===== src/rtl/condicionador_botoes_if.sv =====
// Button-conditioner bus: raw buttons and controller strobes in, clean play vector and pulses out.
interface condicionador_botoes_if;
    logic [8:0] botoes_in;
    logic       habilita;
    logic       limpa;
    logic [8:0] botoes;
    logic [3:0] posicao;
    logic       tem_jogada;
    logic       erro_multiplo;
    logic       db_estado;

    modport master (
        output botoes_in, habilita, limpa,
        input  botoes, posicao, tem_jogada, erro_multiplo, db_estado
    );

    modport slave (
        input  botoes_in, habilita, limpa,
        output botoes, posicao, tem_jogada, erro_multiplo, db_estado
    );
endinterface


===== src/rtl/condicionador_botoes.sv =====
// Synchronises and debounces the 9 board buttons, accepting one single-button press
// at a time and holding off until every button has been released.
module condicionador_botoes #(
    parameter int N_DEBOUNCE = 50000
) (
    input  logic                  clock,
    input  logic                  reset,
    condicionador_botoes_if.slave bus
);
    localparam int CNT_W = $clog2(N_DEBOUNCE);
    localparam logic [CNT_W-1:0] CNT_MAX = CNT_W'(N_DEBOUNCE - 1);

    typedef enum logic {
        OCIOSO       = 1'b0,
        ESPERA_SOLTA = 1'b1
    } estado_t;

    logic [8:0]       sinc_p0;
    logic [8:0]       sinc_p1;
    logic [8:0]       amostra;
    logic [8:0]       estavel;
    logic [CNT_W-1:0] cnt;
    estado_t          estado;
    logic [8:0]       botoes_r;
    logic [3:0]       posicao_r;
    logic             tem_jogada_r;
    logic             erro_multiplo_r;

    // Clearing the lowest set bit leaves something only when two or more bits are set.
    function automatic logic mais_de_um(input logic [8:0] v);
        return (v & (v - 9'd1)) != 9'd0;
    endfunction

    function automatic logic [3:0] indice(input logic [8:0] v);
        logic [3:0] idx;
        idx = 4'hF;
        for (int i = 0; i < 9; i++) begin
            if (v[i]) idx = 4'(i);
        end
        return idx;
    endfunction

    always_ff @(posedge clock) begin
        if (reset) begin
            sinc_p0         <= '0;
            sinc_p1         <= '0;
            amostra         <= '0;
            estavel         <= '0;
            cnt             <= '0;
            estado          <= OCIOSO;
            botoes_r        <= '0;
            posicao_r       <= 4'hF;
            tem_jogada_r    <= 1'b0;
            erro_multiplo_r <= 1'b0;
        end else begin
            // p0 -> p1: two-flop synchroniser, then the shared debounce counter
            sinc_p0 <= bus.botoes_in;
            sinc_p1 <= sinc_p0;
            amostra <= sinc_p1;
            if (sinc_p1 != amostra) begin
                cnt <= '0;
            end else if (cnt != CNT_MAX) begin
                cnt <= cnt + 1'b1;
            end else begin
                estavel <= sinc_p1;
            end

            // Acceptance stage: an accepted press overrides a simultaneous limpa
            tem_jogada_r    <= 1'b0;
            erro_multiplo_r <= 1'b0;
            if (bus.limpa) begin
                botoes_r  <= '0;
                posicao_r <= 4'hF;
            end
            if (estado == OCIOSO) begin
                if (estavel != 9'd0) begin
                    if (mais_de_um(estavel)) begin
                        erro_multiplo_r <= 1'b1;
                    end else if (bus.habilita) begin
                        botoes_r     <= estavel;
                        posicao_r    <= indice(estavel);
                        tem_jogada_r <= 1'b1;
                    end
                    estado <= ESPERA_SOLTA;
                end
            end else begin
                if (estavel == 9'd0) estado <= OCIOSO;
            end
        end
    end

    assign bus.botoes        = botoes_r;
    assign bus.posicao       = posicao_r;
    assign bus.tem_jogada    = tem_jogada_r;
    assign bus.erro_multiplo = erro_multiplo_r;
    assign bus.db_estado     = (estado == ESPERA_SOLTA);
endmodule


===== src/flat_wrapper.sv =====
// flat-port wrapper written by rule: the top's interface ports become plain ports
module condicionador_botoes_flat 
#(
    parameter int N_DEBOUNCE = 50000
)
  (clock, reset, bus_botoes_in, bus_habilita, bus_limpa, bus_botoes, bus_posicao, bus_tem_jogada, bus_erro_multiplo, bus_db_estado);
  condicionador_botoes_if bus_i ();
  input  logic clock;
  input  logic reset;
  input wire logic [$bits(bus_i.botoes_in)-1:0] bus_botoes_in;
  input wire logic [$bits(bus_i.habilita)-1:0] bus_habilita;
  input wire logic [$bits(bus_i.limpa)-1:0] bus_limpa;
  output wire logic [$bits(bus_i.botoes)-1:0] bus_botoes;
  output wire logic [$bits(bus_i.posicao)-1:0] bus_posicao;
  output wire logic [$bits(bus_i.tem_jogada)-1:0] bus_tem_jogada;
  output wire logic [$bits(bus_i.erro_multiplo)-1:0] bus_erro_multiplo;
  output wire logic [$bits(bus_i.db_estado)-1:0] bus_db_estado;
  assign bus_i.botoes_in = bus_botoes_in;
  assign bus_i.habilita = bus_habilita;
  assign bus_i.limpa = bus_limpa;
  assign bus_botoes = bus_i.botoes;
  assign bus_posicao = bus_i.posicao;
  assign bus_tem_jogada = bus_i.tem_jogada;
  assign bus_erro_multiplo = bus_i.erro_multiplo;
  assign bus_db_estado = bus_i.db_estado;
  condicionador_botoes #(.N_DEBOUNCE(N_DEBOUNCE)) u_core (.clock(clock), .reset(reset), .bus(bus_i));
endmodule

===== config.mk =====
export PLATFORM = sky130hd
export DESIGN_NAME = condicionador_botoes_flat
export DESIGN_NICKNAME = d
export VERILOG_FILES = /design/src/rtl/condicionador_botoes_if.sv /design/src/rtl/condicionador_botoes.sv /design/src/flat_wrapper.sv
export SDC_FILE = /design/constraint.sdc
export NUM_CORES = 1
export LEC_CHECK = 0
export ABC_AREA = 1
export CAP_MARGIN = 10
export CORE_UTILIZATION = 30
export CTS_CLUSTER_SIZE = 16
export DETAILED_ROUTE_END_ITERATION = 8
export PLACE_DENSITY = 0.49
export SYNTH_ARGS = -nofsm -noshare
export SYNTH_HDL_FRONTEND = slang
export SYNTH_SLANG_ARGS = --single-unit
export TNS_END_PERCENT = 50

===== constraint.sdc =====
create_clock -name clock -period 1.85 [get_ports clock]
set_input_delay 0.37 -clock clock [delete_from_list [all_inputs] [get_ports clock]]
set_output_delay 0.37 -clock clock [all_outputs]
set_load 0.02 [all_outputs]

==> images/layer_met1.png <==
The bar under the picture is 20 um long. Supply wires on this layer in gray.
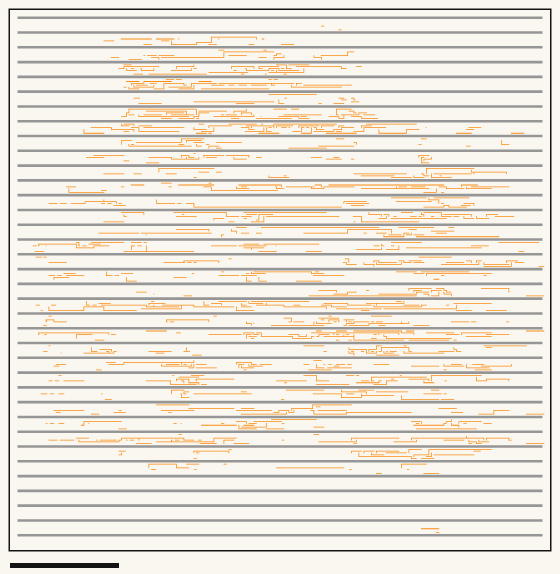
- wire length on this layer: 2,770 um
- main direction: horizontal
routed wire length: 5.528 mm
met1 Use GR: 15.59%
vias: 2,350

==> images/layer_met2.png <==
The bar under the picture is 20 um long.
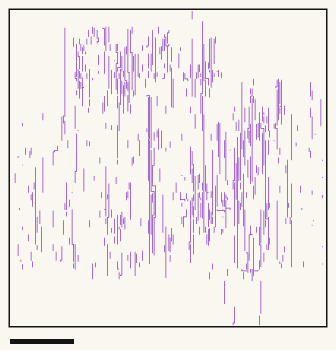
- share of all routed wire: 44%
- main direction: vertical
GRT met2 Usage: 19.55%

==> images/layer_met3.png <==
Cells faint in the background.
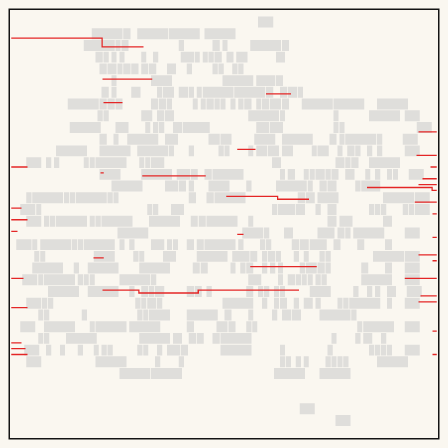
- wire length on this layer: 241 um
- nets with wire on the layer: 30
- main direction: horizontal
met3 GRT Util: 4.076%

==> images/congestion.png <==
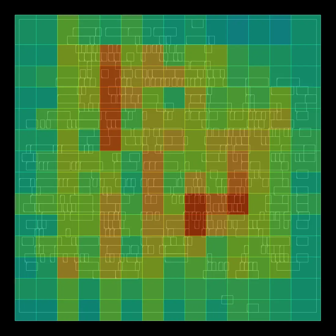
Final Util: 37.78%
total global-route track usage: 12.53%
grt peak-use layer: met2
routed len/inst: 10.18 um

==> images/clk_routes.png <==
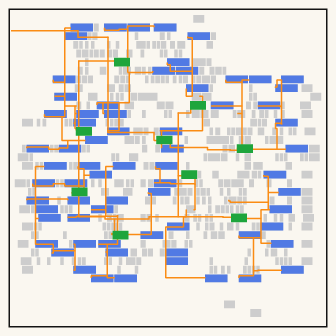
- blue: flip-flops (count 68)
- orange: clock wires (length 939 um)
- green: clock drivers (count 9)
- routed clock nets: 10
worst skew pair latency: 0.35 ns
P_clk: 1.10 mW
Final Skew: 0.006154 ns

==> flow_metrics.tcl <==
# flow metrics
set metrics [dict create \
    crit_fanout 2 \
    stdcell_count 543 \
    crit_slowest_cell "clkdlybuf4s50_1" \
    final_area_um2 3475 \
    warnings 27 \
    maxCapViolCount 0 \
    drive_gt1_share_pct 11.34 \
    detailed_place.area_um2 3282 \
    outcome "complete, no violations" \
    logic_area_um2 1220 \
    yosys_warnings 0 \
    top_area_share_pct 47.89 \
    fin_setup_tns_ns 0 \
    drc_errors 0 \
    place_congestion 0.8113 \
    synthToLayoutAreaGrowth_pct 22.23 \
    ys_cells 388 \
    pwr-share-seq_pct 54.9 \
    cts_tree "done" \
    hpwl_mm 3.957 \
    pre_cts_ws_ns 0.1312 \
    path_clk_slew_ns 0.08 \
    core_area_um2 9196 \
    ff2ff_setup_slack_ns 0.21 \
    overflow 0 \
    tightest_slew_ns 0.3939 \
    synth_area_leader_cell "dfxtp_1" \
    synth_nets 402 \
    final-seq-area_um2 1361 \
    wl_met3_um 240 \
    crit_arrival_ns 1.29 \
    initCoreUtil_pct 30.91 \
    ys_sh_mux_pct 0 \
    internal_power_mw 2.040 \
    core.rowCount 35 \
    fa_ha_area_share_pct 0.4401 \
    cpPeakStageDelay_ns 0.60 \
    finalWorstSetupSlack_ns 0.1858 \
    hold_class "reg -> reg" \
    r2r_start "u_core.cnt[1]" \
    edf_count 0 \
    ys_top_logic_family "simple AND/OR/NAND/NOR gates" \
]
cell type report:
| class | count | share of cell area (%) |
|---|---|---|
| multi-input combinational | 249 | 35.11 |
| inverter | 63 | 6.806 |
| sequential | 68 | 39.18 |
| clock buffer | 9 | 3.565 |
| tap | 111 | 3.997 |
| timing repair buffer | 36 | 9.867 |
| clock inverter | 7 | 1.476 |
power groups by stage:
| stage | registers [mW] | clock network, mW | logic, mW |
|---|---|---|---|
| floorplan | 1.53 | 0 | 0.0793 |
| global placement | 1.53 | 0 | 0.133 |
| detailed placement | 1.53 | 0 | 0.134 |
| CTS | 1.50 | 1.14 | 0.134 |
| global route | 1.50 | 1.21 | 0.154 |
| finish | 1.50 | 1.10 | 0.135 |
how the worst max path moves through the flow:
stage,from,end,slack [ns]
finish,u_core.bus.botoes[6],bus_botoes[6],0.19
global placement,bus_habilita,u_core.bus.posicao[0],0.18
CTS,u_core.bus.db_estado,bus_db_estado,0.03
detailed placement,u_core.cnt[1],u_core.estavel[3],0.13
global route,u_core.estavel[5],u_core.bus.botoes[1],-0.001
floorplan,u_core.cnt[0],u_core.estavel[8],0.22
state kept, by name (all words and copies together), names as in the netlist:
| signal | flops |
|---|---|
| u_core.cnt | 16 |
| u_core.amostra | 9 |
| u_core.bus.botoes | 9 |
| u_core.estavel | 9 |
| u_core.sinc_p0 | 9 |
| u_core.sinc_p1 | 9 |
| u_core.bus.posicao | 4 |
| u_core.bus.db_estado | 1 |
| u_core.bus.erro_multiplo | 1 |
| u_core.bus.tem_jogada | 1 |
worst reg2reg max path: stages, from the launching register on:
cell	delay (ns)
dfxtp_1	0.35
ha_1	0.18
nand3_1	0.14
nor2_1	0.15
nand4_1	0.11
nor2_2	0.16
nand3_4	0.17
o21ai_0	0.23
a21oi_1	0.06
No activity file was given, so power comes from the tool's default toggle rates.
